$ cat config.mk
export PLATFORM = sky130hd
export DESIGN_NAME = wdg_stage_ctrl_flat
export DESIGN_NICKNAME = d
export VERILOG_FILES = /design/src/rtl/wdg_stage_ctrl_if.sv /design/src/rtl/wdg_stage_ctrl.sv /design/src/flat_wrapper.sv
export SDC_FILE = /design/constraint.sdc
export NUM_CORES = 1
export LEC_CHECK = 0
export CORE_MARGIN = 2
export CORE_UTILIZATION = 38
export CTS_CLUSTER_SIZE = 16
export DETAILED_ROUTE_END_ITERATION = 8
export GPL_ROUTABILITY_DRIVEN = 0
export PLACE_DENSITY = 0.73
export SLEW_MARGIN = 5
export SYNTH_ARGS = -nofsm -noshare
export SYNTH_HDL_FRONTEND = slang
export SYNTH_SLANG_ARGS = --single-unit
$ cat constraint.sdc
create_clock -name sys_clk -period 1.9 [get_ports sys_clk]
set_clock_uncertainty 0.05 [all_clocks]
set_input_delay 0.57 -clock sys_clk [delete_from_list [all_inputs] [get_ports sys_clk]]
set_output_delay 0.57 -clock sys_clk [all_outputs]
set_load 0.05 [all_outputs]
$ cat src/rtl/wdg_stage_ctrl_if.sv
// wdg_stage_ctrl_if: signal bundle between the watchdog tick counter side
// and the staged escalation controller.
// Optional feature macro: WDG_WINDOW_EN (adds win_thrhd).
//
// Transfer semantics: there is no valid/ready pair on this bundle. mtick and
// kick are single-cycle strobes that are consumed unconditionally on the
// rising edge where they are high (the controller is always ready); all other
// inputs are levels sampled every edge. Outputs are registered levels, except
// cnt_clr_n, which also carries a one-cycle low pulse after an accepted kick.
interface wdg_stage_ctrl_if #(
  parameter int WIDTH = 4
);
  logic             mtick;
  logic [WIDTH-1:0] count_wdg;
  logic [WIDTH-1:0] cnt_thrhd;
  logic             wdg_en;
  logic             kick;
`ifdef WDG_WINDOW_EN
  logic [WIDTH-1:0] win_thrhd;
`endif
  logic             cnt_clr_n;
  logic             wdg_irq;
  logic             wdg_rst_req;
  logic [1:0]       stage;

  // Upstream side: counter, software service and enable sources.
  modport master (
`ifdef WDG_WINDOW_EN
    output win_thrhd,
`endif
    output mtick, count_wdg, cnt_thrhd, wdg_en, kick,
    input  cnt_clr_n, wdg_irq, wdg_rst_req, stage
  );

  // Controller side.
  modport slave (
`ifdef WDG_WINDOW_EN
    input  win_thrhd,
`endif
    input  mtick, count_wdg, cnt_thrhd, wdg_en, kick,
    output cnt_clr_n, wdg_irq, wdg_rst_req, stage
  );
endinterface

$ cat src/rtl/wdg_stage_ctrl.sv
// wdg_stage_ctrl: staged watchdog escalation controller.
// Each counter wrap escalates ARMED -> STAGE1 (bark, wdg_irq) and, after
// S1_WRAPS further wraps, STAGE2 (bite, wdg_rst_req for RST_LEN cycles).
// A kick services the watchdog and pulses the counter clear low for one cycle.
// Optional feature macro: WDG_WINDOW_EN (early-kick window via win_thrhd).
// The FSM state is visible on the stage output (0..3).
module wdg_stage_ctrl #(
  parameter int WIDTH    = 4,
  parameter int S1_WRAPS = 1,
  parameter int RST_LEN  = 4
) (
  input  logic              sys_clk,
  input  logic              res,
  wdg_stage_ctrl_if.slave   bus
);

  localparam int WC_W = $clog2(S1_WRAPS + 1);
  localparam int PC_W = (RST_LEN > 1) ? $clog2(RST_LEN) : 1;
  localparam logic [WC_W-1:0] WC_LAST = WC_W'(S1_WRAPS - 1);
  localparam logic [WC_W-1:0] WC_ONE  = WC_W'(1);
  localparam logic [PC_W-1:0] PC_LAST = PC_W'(RST_LEN - 1);
  localparam logic [PC_W-1:0] PC_ONE  = PC_W'(1);

  typedef enum logic [1:0] {
    ST_DISABLED = 2'd0,
    ST_ARMED    = 2'd1,
    ST_STAGE1   = 2'd2,
    ST_STAGE2   = 2'd3
  } state_t;

  state_t           r_state;
  logic [WC_W-1:0]  r_wrap_cnt;
  logic [PC_W-1:0]  r_pulse_cnt;
  logic             r_irq;
  logic             r_rst_req;
  logic             r_clr_n;

  logic [WIDTH-1:0] w_count;
  logic [WIDTH-1:0] w_thrhd;
  logic             w_wrap;
  logic             w_early_kick;

  assign w_count = bus.count_wdg;
  assign w_thrhd = bus.cnt_thrhd;
  assign w_wrap  = bus.mtick & (w_count == w_thrhd);

`ifdef WDG_WINDOW_EN
  // A kick arriving before the counter reaches the window is treated as a
  // runaway service loop; a zero window turns the check off.
  assign w_early_kick = (bus.win_thrhd != '0) && (w_count < bus.win_thrhd);
`else
  assign w_early_kick = 1'b0;
`endif

  // Escalation FSM with all outputs registered; priority inside a state is
  // bite lock > disable > kick > wrap.
  always_ff @(posedge sys_clk) begin
    if (res) begin
      r_state     <= ST_DISABLED;
      r_wrap_cnt  <= '0;
      r_pulse_cnt <= '0;
      r_irq       <= 1'b0;
      r_rst_req   <= 1'b0;
      r_clr_n     <= 1'b0;
    end else begin
      r_clr_n <= 1'b1;
      case (r_state)
        ST_DISABLED: begin
          if (bus.wdg_en) begin
            r_state <= ST_ARMED;
          end else begin
            r_clr_n <= 1'b0;
          end
        end
        ST_ARMED: begin
          if (!bus.wdg_en) begin
            r_state <= ST_DISABLED;
            r_clr_n <= 1'b0;
          end else if (bus.kick) begin
            if (w_early_kick) begin
              r_state     <= ST_STAGE2;
              r_irq       <= 1'b1;
              r_rst_req   <= 1'b1;
              r_pulse_cnt <= '0;
            end else begin
              r_clr_n <= 1'b0;
            end
          end else if (w_wrap) begin
            r_state    <= ST_STAGE1;
            r_irq      <= 1'b1;
            r_wrap_cnt <= '0;
          end
        end
        ST_STAGE1: begin
          if (!bus.wdg_en) begin
            r_state    <= ST_DISABLED;
            r_irq      <= 1'b0;
            r_wrap_cnt <= '0;
            r_clr_n    <= 1'b0;
          end else if (bus.kick) begin
            r_state    <= ST_ARMED;
            r_irq      <= 1'b0;
            r_wrap_cnt <= '0;
            r_clr_n    <= 1'b0;
          end else if (w_wrap) begin
            if (r_wrap_cnt == WC_LAST) begin
              r_state     <= ST_STAGE2;
              r_rst_req   <= 1'b1;
              r_pulse_cnt <= '0;
              r_wrap_cnt  <= '0;
            end else begin
              r_wrap_cnt <= r_wrap_cnt + WC_ONE;
            end
          end
        end
        ST_STAGE2: begin
          // The bite runs to completion; kick and wdg_en are not looked at.
          if (r_pulse_cnt == PC_LAST) begin
            r_state     <= ST_DISABLED;
            r_irq       <= 1'b0;
            r_rst_req   <= 1'b0;
            r_pulse_cnt <= '0;
            r_clr_n     <= 1'b0;
          end else begin
            r_pulse_cnt <= r_pulse_cnt + PC_ONE;
          end
        end
        default: begin
          r_state <= ST_DISABLED;
          r_clr_n <= 1'b0;
        end
      endcase
    end
  end

  assign bus.stage       = r_state;
  assign bus.wdg_irq     = r_irq;
  assign bus.wdg_rst_req = r_rst_req;
  assign bus.cnt_clr_n   = r_clr_n;

endmodule
$ cat src/flat_wrapper.sv
// flat-port wrapper written by rule: the top's interface ports become plain ports
module wdg_stage_ctrl_flat 
#(
  parameter int WIDTH    = 4,
  parameter int S1_WRAPS = 1,
  parameter int RST_LEN  = 4
)
  (sys_clk, res, bus_mtick, bus_count_wdg, bus_cnt_thrhd, bus_wdg_en, bus_kick, bus_cnt_clr_n, bus_wdg_irq, bus_wdg_rst_req, bus_stage);
  wdg_stage_ctrl_if #(.WIDTH(WIDTH)) bus_i ();
  input  logic sys_clk;
  input  logic res;
  input wire logic [$bits(bus_i.mtick)-1:0] bus_mtick;
  input wire logic [$bits(bus_i.count_wdg)-1:0] bus_count_wdg;
  input wire logic [$bits(bus_i.cnt_thrhd)-1:0] bus_cnt_thrhd;
  input wire logic [$bits(bus_i.wdg_en)-1:0] bus_wdg_en;
  input wire logic [$bits(bus_i.kick)-1:0] bus_kick;
  output wire logic [$bits(bus_i.cnt_clr_n)-1:0] bus_cnt_clr_n;
  output wire logic [$bits(bus_i.wdg_irq)-1:0] bus_wdg_irq;
  output wire logic [$bits(bus_i.wdg_rst_req)-1:0] bus_wdg_rst_req;
  output wire logic [$bits(bus_i.stage)-1:0] bus_stage;
  assign bus_i.mtick = bus_mtick;
  assign bus_i.count_wdg = bus_count_wdg;
  assign bus_i.cnt_thrhd = bus_cnt_thrhd;
  assign bus_i.wdg_en = bus_wdg_en;
  assign bus_i.kick = bus_kick;
  assign bus_cnt_clr_n = bus_i.cnt_clr_n;
  assign bus_wdg_irq = bus_i.wdg_irq;
  assign bus_wdg_rst_req = bus_i.wdg_rst_req;
  assign bus_stage = bus_i.stage;
  wdg_stage_ctrl #(.WIDTH(WIDTH), .S1_WRAPS(S1_WRAPS), .RST_LEN(RST_LEN)) u_core (.sys_clk(sys_clk), .res(res), .bus(bus_i));
endmodule
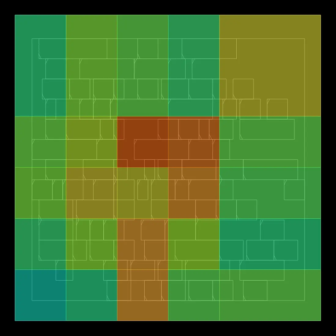
Run 1: track usage over the die
Total GRT Usage: 18.5%
routed len/inst: 13.2 µm
grt met3 use: 9.78%

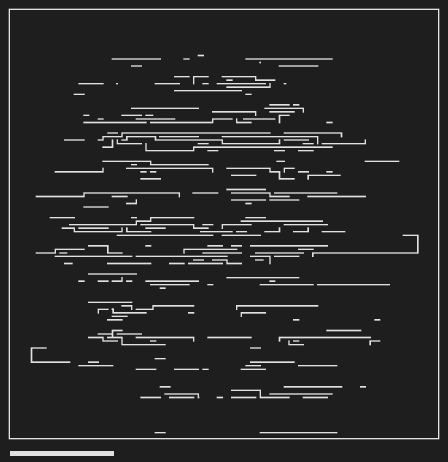
Run 1: metal 1
Bar = 10 µm.
share of all routed wire: 43%
nets with wire on the layer: 98
wire length on this layer: 621 µm
vias after detailed routing: 578
met1 usage: 20.4%
drt total wl: 1440 µm

==> flow_metrics.env, run 1 <==
# implementation run metrics
export IMPL_yosysWarnings=0
export IMPL_drive_above_1_share_pct=43.6
export IMPL_antenna_found_initial=0
export IMPL_cts_buffer_depth=2
export IMPL_crit_cells=7
export IMPL_power_top_group="combinational logic"
export IMPL_finalCritPeriodShare_pct=99.2
export IMPL_worst_pin_slew_ps=280
export IMPL_yosysChipArea_um2=528
export IMPL_common_cells="7 x dfxtp_1, 6 x ha_1, 5 x a21oi_1, 5 x inv_1, 4 x o21ai_0"
export IMPL_path_buffers=1
export IMPL_finalCriticalPeriod_ps=1890
export IMPL_outcome="completed"
export IMPL_r2r_end="u_core.bus.wdg_irq"
export IMPL_holdWs_ps=453
export IMPL_drt_first_iter_violations=7
export IMPL_cts_tree="yes"
export IMPL_ys_cells=59
export IMPL_fillCellCount=115
export IMPL_die_width_um=41.3
export IMPL_comb_power_mw=0.238
export IMPL_viasPerCell=5.30
export IMPL_crit_fanout=5
export IMPL_busiest_layer="met2"
export IMPL_worstPathArrival_ps=2040
export IMPL_cts_sinks=7
export IMPL_syn2layout_area_growth_pct=70.9
export IMPL_finalPower_mw=0.552
export IMPL_warning_count=31
export IMPL_ys_flops=7
export IMPL_path_cells="clkinvlp_4, ha_4, and3b_1, a21oi_2, o311ai_2, or4_4, a21oi_2"
export IMPL_crit_start="u_core.bus.stage[0]"
export IMPL_finalHoldViolCount=0
export IMPL_avgSynthCellArea_um2=8.95
export IMPL_grt_overflow_total=0
export IMPL_grt_use_met2_pct=33.2
export IMPL_pre_cts_slack_ps=-417
export IMPL_cts_root_buffer="clkbuf_4"
export IMPL_adder_share_pct=14.2
export IMPL_start_kind="flip-flop"
export IMPL_largest_area_cell="dfxtp_1"
export IMPL_topCombFamilyByArea="AND-OR/OR-AND gates"
export IMPL_synth_main_ff_cell="dfxtp_1"
export IMPL_area_leaders="dfxtp_1 27%, ha_1 14%, xor2_1 5.0%"
export IMPL_worstPathRequired_ps=2050
export IMPL_top_layer="met3"
export IMPL_max_freq_ghz=0.530
export IMPL_lay_top_cells="19 x buf_4, 10 x dlygate4sd2_1, 5 x ha_1, 5 x dfxtp_1"
export IMPL_die_height_um=41.3
export IMPL_simple_gate_area_share_pct=23.0
export IMPL_vdd_ir_drop_max_mv=0.491
export IMPL_p_comb_share_pct=43.2
export IMPL_critPathCaptureType="flip-flop"
export IMPL_synth_top_cell_by_count="dfxtp_1"
export IMPL_p_clk_mw=0.141
export IMPL_numCtsBuffers=3
export IMPL_leakagePower_nw=0.398
export IMPL_p_per_area_nw_per_um2=612
export IMPL_pin_count=18
export IMPL_crit_end="u_core.bus.wdg_irq"
export IMPL_regArea_um2=145
export IMPL_r2r_setup_slack_ps=10
export IMPL_placementRows=13
export IMPL_io_buffers=17
export IMPL_async_flop_share_pct=0
export IMPL_post_layout_nonfiller_instances=109
export IMPL_worst_r2r_cell_count=7
export IMPL_worstHoldPathCells=2
export IMPL_drt_met1_wl_um=621
export IMPL_worst_slack_ps=14.6
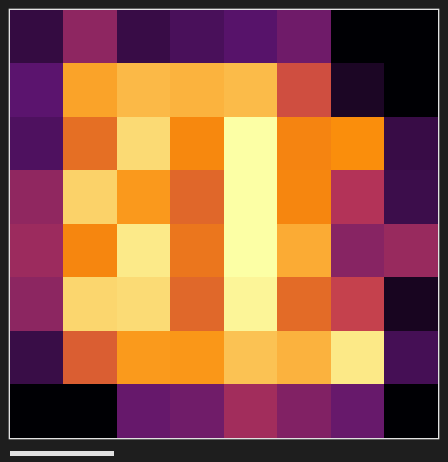
Run 1: cell area per tile
Bar = 10 µm. The die is cut into 8 by 8 equal tiles; black is low, pale yellow is high, 0 to 100% covered.
nearly empty tiles: 9.4%
densest ninth of the die: centre
mean over tiles: 52%
Final Core Density: 69.3%
fp util: 40.6%
Core ar.: 1300 µm²

## run 1: area by class of cell
class / instances / area share, %
Inverter: 5 / 2.50
Multi-Input combinational cell: 47 / 48.7
Clock buffer: 4 / 2.91
Timing Repair Buffer: 31 / 27.7
Sequential cell: 7 / 16.1
Tap cell: 15 / 2.08
## run 1: sequential cells by signal, indices dropped and copies added (netlist names)
signal / count
u_core.bus.stage: 2
u_core.r_pulse_cnt: 2
u_core.bus.cnt_clr_n: 1
u_core.bus.wdg_irq: 1
u_core.bus.wdg_rst_req: 1
## run 1: repair_timing
action	4_1_cts	5_1_grt
pin swaps	5	7
hold endpoints to repair	0	0
endpoints found under the setup margin	2	2
resized	15	8
setup buffers	0	4
==> run 1 -> run 2 <==
- CTS_CLUSTER_SIZE: 16 -> not set
- GPL_ROUTABILITY_DRIVEN: 0 -> 1
==> run 2 against run 1 <==
  * Count of clock-buffer cells in the layout unchanged
  * Power unchanged
  * Register-to-register slack about the same
  * Combinational power about the same
  * Clock power about the same
  * Fmax unchanged
  * Sequential power about the same
  * Via count unchanged
  * Utilization unchanged
  * Synthesized cell count unchanged
  * Final area unchanged
==> flow_metrics.env, run 2 <==
# implementation run metrics
export IMPL_leakagePower_nw=0.398
export IMPL_hold_path_class="reg -> reg"
export IMPL_p_per_area_nw_per_um2=612
export IMPL_warning_count=31
export IMPL_viasPerCell=5.30
export IMPL_simple_gate_area_share_pct=23.0
export IMPL_finalHoldViolCount=0
export IMPL_postCtsSetupRepairBufs=0
export IMPL_dieArea_um2=1700
export IMPL_finalCriticalPeriod_ps=1890
export IMPL_rsz0062_at_grt="yes"
export IMPL_synth_main_ff_cell="dfxtp_1"
export IMPL_top_layer="met3"
export IMPL_yosysChipArea_um2=528
export IMPL_drt_met1_wl_um=621
export IMPL_drt_first_iter_violations=7
export IMPL_adder_share_pct=14.2
export IMPL_p_comb_share_pct=43.2
export IMPL_insertion_delay_ps=260
export IMPL_grt_usage_pct=18.5
export IMPL_vdd_ir_drop_max_mv=0.491
export IMPL_core_area_um2=1300
export IMPL_topCombFamilyByArea="AND-OR/OR-AND gates"
export IMPL_die_width_um=41.3
export IMPL_die_height_um=41.3
export IMPL_critical_path_top_delay_family="simple AND/OR/NAND/NOR gates"
export IMPL_cts_resized_gates=15
export IMPL_largest_area_cell="dfxtp_1"
export IMPL_pre_cts_slack_ps=-417
export IMPL_worstPathArrival_ps=2040
export IMPL_path_cells="clkinvlp_4, ha_4, and3b_1, a21oi_2, o311ai_2, or4_4, a21oi_2"
export IMPL_ys_flops=7
export IMPL_finalCritPeriodShare_pct=99.2
export IMPL_final_nets=114
export IMPL_numCtsBuffers=3
export IMPL_finalPower_mw=0.552
export IMPL_common_cells="7 x dfxtp_1, 6 x ha_1, 5 x a21oi_1, 5 x inv_1, 4 x o21ai_0"
export IMPL_yosysWarnings=0
export IMPL_pin_count=18
export IMPL_grt_overflow_total=0
export IMPL_crit_fanout=5
export IMPL_maxCapViolations=0
export IMPL_synth_top_cell_by_count="dfxtp_1"
export IMPL_worst_slack_ps=14.6
export IMPL_antenna_found_initial=0
export IMPL_lay_top_cells="19 x buf_4, 10 x dlygate4sd2_1, 5 x ha_1, 5 x dfxtp_1"
export IMPL_vias=578
export IMPL_drive_above_1_share_pct=43.6
export IMPL_cts_root_buffer="clkbuf_4"
export IMPL_routed_wirelength_um=1440
export IMPL_crit_start="u_core.bus.stage[0]"
export IMPL_max_freq_ghz=0.530
export IMPL_synth_cell_types=32
export IMPL_met1_usage_pct=20.4
export IMPL_grt_use_met3_pct=9.78
export IMPL_p_sw_mw=0.201
export IMPL_fp_util_pct=40.6
export IMPL_async_flop_share_pct=0
export IMPL_post_layout_nonfiller_instances=109
export IMPL_avgSynthCellArea_um2=8.95
export IMPL_ys_cells=59
export IMPL_grt_pass1_vias=478
export IMPL_outcome="completed"
export IMPL_worstPathRequired_ps=2050
export IMPL_r2r_setup_slack_ps=10
export IMPL_wl_per_cell_um=13.2
export IMPL_final_util_pct=69.3
export IMPL_cts_tree="yes"
export IMPL_syn2layout_area_growth_pct=70.9
export IMPL_worst_pin_slew_ps=280
export IMPL_area_leaders="dfxtp_1 27%, ha_1 14%, xor2_1 5.0%"
export IMPL_synth_top_area_share_pct=26.5
export IMPL_io_buffers=17
export IMPL_place_area_um2=787
export IMPL_holdWs_ps=453
export IMPL_critPathCaptureType="flip-flop"
export IMPL_path_buffers=1
export IMPL_placementRows=13
export IMPL_cts_buffer_depth=2
export IMPL_start_kind="flip-flop"
export IMPL_xor_area_share_pct=6.64
export IMPL_cts_sinks=7
-- run 2: cell counts after synthesis --
Identical to the previous run, type by type.
-- run 2: area by class of cell --
class,count,area [µm²]
clock buffers,4,26.3
fillers,115,399
repair buffers,31,250
multi-input cells,47,439
flip-flops and latches,7,145
inverters,5,22.5
well taps,15,18.8
-- run 2: power groups by stage --
stage | logic, mW | clock network [mW] | registers, mW
finish | 0.238 | 0.141 | 0.172
global route | 0.259 | 0.155 | 0.174
CTS | 0.209 | 0.145 | 0.170
detailed placement | 0.208 | 0 | 0.173
global placement | 0.205 | 0 | 0.173
floorplan | 0.0842 | 0 | 0.214
-- run 2: final timing paths --
path	to	cells past startpoint
max	u_core.bus.wdg_irq	7
min	u_core.bus.wdg_irq	2
max reg2reg	u_core.bus.wdg_irq	7
min reg2reg	u_core.bus.wdg_irq	2
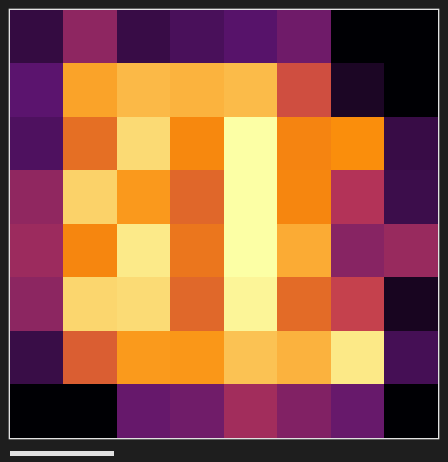
Run 2: cell area per tile
Bar = 10 µm. The die is cut into 8 by 8 equal tiles; black is low, pale yellow is high, 0 to 100% covered.
densest ninth of the die: centre
emptiest ninth of the die: north-east
fullest tile: 100%
mean over tiles: 52%
nearly empty tiles: 9.4%
tiles over 75% full: 33%

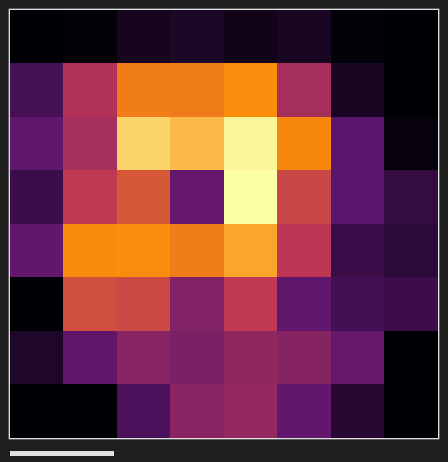
Run 2: signal metal coverage by tile
Bar = 10 µm. The die is cut into 8 by 8 equal tiles; black is low, pale yellow is high, scaled to the fullest tile. Values are wire area over tile area, all layers added.
mean over tiles: 0.13
fullest tile: 0.39
tiles over half the peak: 28%
nearly empty tiles: 17%

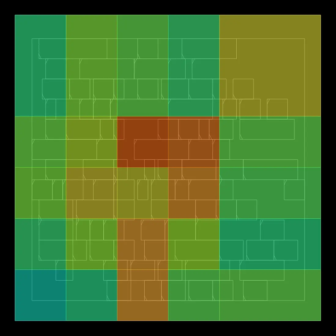
Run 2: track usage over the die
GR Util met2: 33.2%
GRT busiest layer: met2

==> run 2 -> run 3 <==
- CORE_MARGIN: 2 -> not set
- SKIP_LAST_GASP: not set -> 1
- clock period: 1.9 -> 1.7 ns (I/O delays scaled with it)
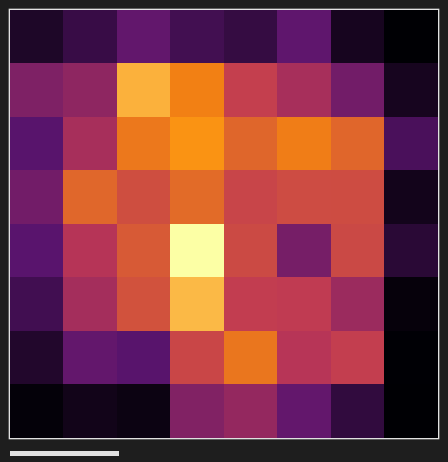
Run 3: signal metal coverage by tile
Bar = 10 µm. The die is cut into 8 by 8 equal tiles; black is low, pale yellow is high, scaled to the fullest tile. Values are wire area over tile area, all layers added.
mean over tiles: 0.19
densest ninth of the die: centre
emptiest ninth of the die: south-west
nearly empty tiles: 7.8%
tiles over half the peak: 39%
fullest tile: 0.50
drt total wl: 1880 µm
Total GRT Usage: 25.4%
routed len/inst: 15.9 µm
vias after detailed routing: 640

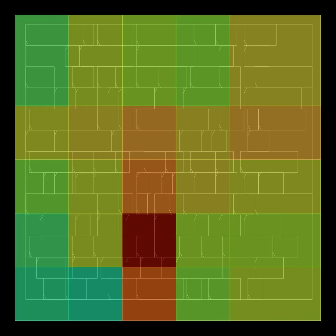
Run 3: track usage over the die
met1 usage: 25.9%
Final Core Density: 79.4%
GR Util met2: 48.8%

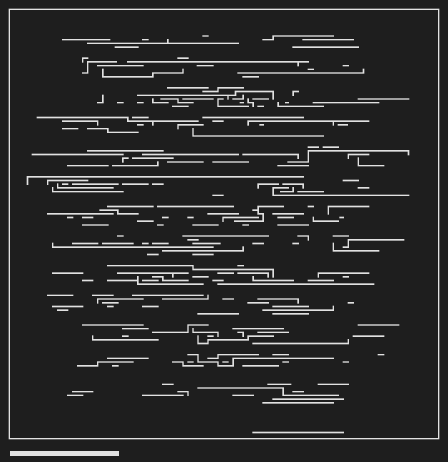
Run 3: metal 1
Bar = 10 µm.
wire length on this layer: 748 µm
longest straight run: 25.3 µm
nets with wire on the layer: 110

==> run 3 against run 2 <==
  * The flow now finishes with violations (setup timing)
  * Synthesized area did not move
  * Global-route usage rose by 6.9 points
  * Non-clock buffer count rose by 9
  * Hold slack improved by 13 ps
  * Clock power rose by 9%
  * Die size fell by 9.5%
  * Final area rose by 15%
  * Cell count rose by 8.3%
  * Sequential cell count did not move
  * Sequential share of layout area fell by 1.8 points
  * Highest routed layer is now met4
==> flow_metrics.env, run 3 <==
# implementation run metrics
export IMPL_outcome="finished, violations left"
export IMPL_violations="setup timing"
export IMPL_route_met2_wl_um=1020
export IMPL_first_pass_iters=4
export IMPL_numCtsBuffers=3
export IMPL_drt_first_iter_violations=11
export IMPL_pg_seq_mw=0.195
export IMPL_path_cells="dlygate4sd2_1, nand2b_1, a21oi_2, o311ai_2, or4_4, a21oi_2"
export IMPL_dieArea_um2=1540
export IMPL_vdd_ir_drop_max_mv=0.516
export IMPL_synth_cell_types=32
export IMPL_grt_pass1_vias=613
export IMPL_common_cells="7 x dfxtp_1, 6 x ha_1, 5 x a21oi_1, 5 x inv_1, 4 x o21ai_0"
export IMPL_syn2layout_area_growth_pct=95.7
export IMPL_cts_tree="yes"
export IMPL_postCtsSetupRepairBufs=7
export IMPL_p_comb_share_pct=51.4
export IMPL_top_layer="met4"
export IMPL_worst_pin_slew_ps=269
export IMPL_final_nets=123
export IMPL_synth_main_ff_cell="dfxtp_1"
export IMPL_critical_path_top_delay_family="simple AND/OR/NAND/NOR gates"
export IMPL_core_area_um2=1300
export IMPL_yosysWarnings=0
export IMPL_worstPathArrival_ps=1960
export IMPL_r2r_end="u_core.bus.wdg_irq"
export IMPL_p_sw_mw=0.254
export IMPL_warning_count=33
export IMPL_io_buffers=17
export IMPL_crit_start="bus_kick"
export IMPL_power_top_group="combinational logic"
export IMPL_comb_power_mw=0.369
export IMPL_worstPathRequired_ps=1840
export IMPL_hold_end="u_core.r_pulse_cnt[1]"
export IMPL_setup_viol=2
export IMPL_p_clk_mw=0.154
export IMPL_crit_cells=6
export IMPL_cts_buffer_depth=2
export IMPL_p_per_area_nw_per_um2=696
export IMPL_die_height_um=39.3
export IMPL_adder_share_pct=14.2
export IMPL_ys_flops=7
export IMPL_grt_use_met3_pct=8.52
export IMPL_cts_root_buffer="clkbuf_4"
export IMPL_cts_resized_gates=23
export IMPL_largest_area_cell="dfxtp_1"
export IMPL_grt_overflow_total=0
export IMPL_cts_sinks=7
export IMPL_yosysChipArea_um2=528
export IMPL_yosysSeqAreaShare_pct=26.5
export IMPL_place_gp_congestion=0.822
export IMPL_hold_buffers=0
export IMPL_p_clk_share_pct=21.4
export IMPL_async_flop_share_pct=0
export IMPL_finalCriticalPeriod_ps=1820
export IMPL_leakagePower_nw=0.451
export IMPL_busiest_layer="met2"
export IMPL_pin_count=18
export IMPL_synth_area_um2=528
export IMPL_rsz0062_at_grt="yes"
export IMPL_internal_power_mw=0.465
export IMPL_synth_top_area_share_pct=26.5
export IMPL_maxCapViolations=0
export IMPL_finalHoldViolCount=0
export IMPL_drt_met1_wl_um=747
export IMPL_drive_above_1_share_pct=61.2
export IMPL_crit_end="u_core.bus.wdg_irq"
export IMPL_fillCellCount=82
export IMPL_worstHoldPathCells=1
export IMPL_lay_top_cells="23 x buf_4, 6 x clkbuf_2, 5 x buf_12, 5 x dfxtp_1"
export IMPL_worst_r2r_cell_count=7
export IMPL_insertion_delay_ps=250
export IMPL_syn_nets=78
export IMPL_placementRows=13
export IMPL_topCombFamilyByArea="AND-OR/OR-AND gates"
export IMPL_critical_path_class="in -> reg"
export IMPL_finalCritPeriodShare_pct=107
export IMPL_antenna_found_initial=0
export IMPL_die_width_um=39.3
export IMPL_ys_cells=59
export IMPL_viasPerCell=5.42
export IMPL_crit_fanout=4
export IMPL_hold_path_class="reg -> reg"
export IMPL_synth_top_cell_by_count="dfxtp_1"
export IMPL_r2r_setup_slack_ps=-110
export IMPL_finalPower_mw=0.719
export IMPL_fp_util_pct=40.6
export IMPL_simple_gate_area_share_pct=23.0
export IMPL_synthCells=59
export IMPL_cts_htree_levels=1
export IMPL_xor_area_share_pct=6.64
export IMPL_slew_violations=0
export IMPL_critPathCaptureType="flip-flop"
export IMPL_path_buffers=1
export IMPL_avgSynthCellArea_um2=8.95
export IMPL_area_leaders="dfxtp_1 27%, ha_1 14%, xor2_1 5.0%"
export IMPL_worst_slack_ps=-118
export IMPL_diodes=0
export IMPL_start_kind="input pin"
export IMPL_max_freq_ghz=0.550
[run 3: cell counts after synthesis]
No cell type changed its count.
[run 3: cell type report]
cell class | count | area (µm²) | area share, %
Sequential cell | 7 | 148 | 14.3
Timing Repair Buffer | 40 | 359 | 34.7
Multi-Input combinational cell | 47 | 460 | 44.6
Clock buffer | 4 | 26.3 | 2.54
Inverter | 5 | 21.3 | 2.06
Tap cell | 15 | 18.8 | 1.82
[run 3: through the flow]
step                cells  setup slack [ps]  util (%)  area, µm²  hold WS (ps)
global route          118              -177      79.4       1030           477
CTS                   113             -24.2      75.4        981           464
global placement      102              -493      67.0        872           436
finish                118              -118      79.4       1030           466
floorplan              59             -58.6         -        551           423
detailed placement    102              -578      67.0        872           446
Power and IR drop assume default switching activity.
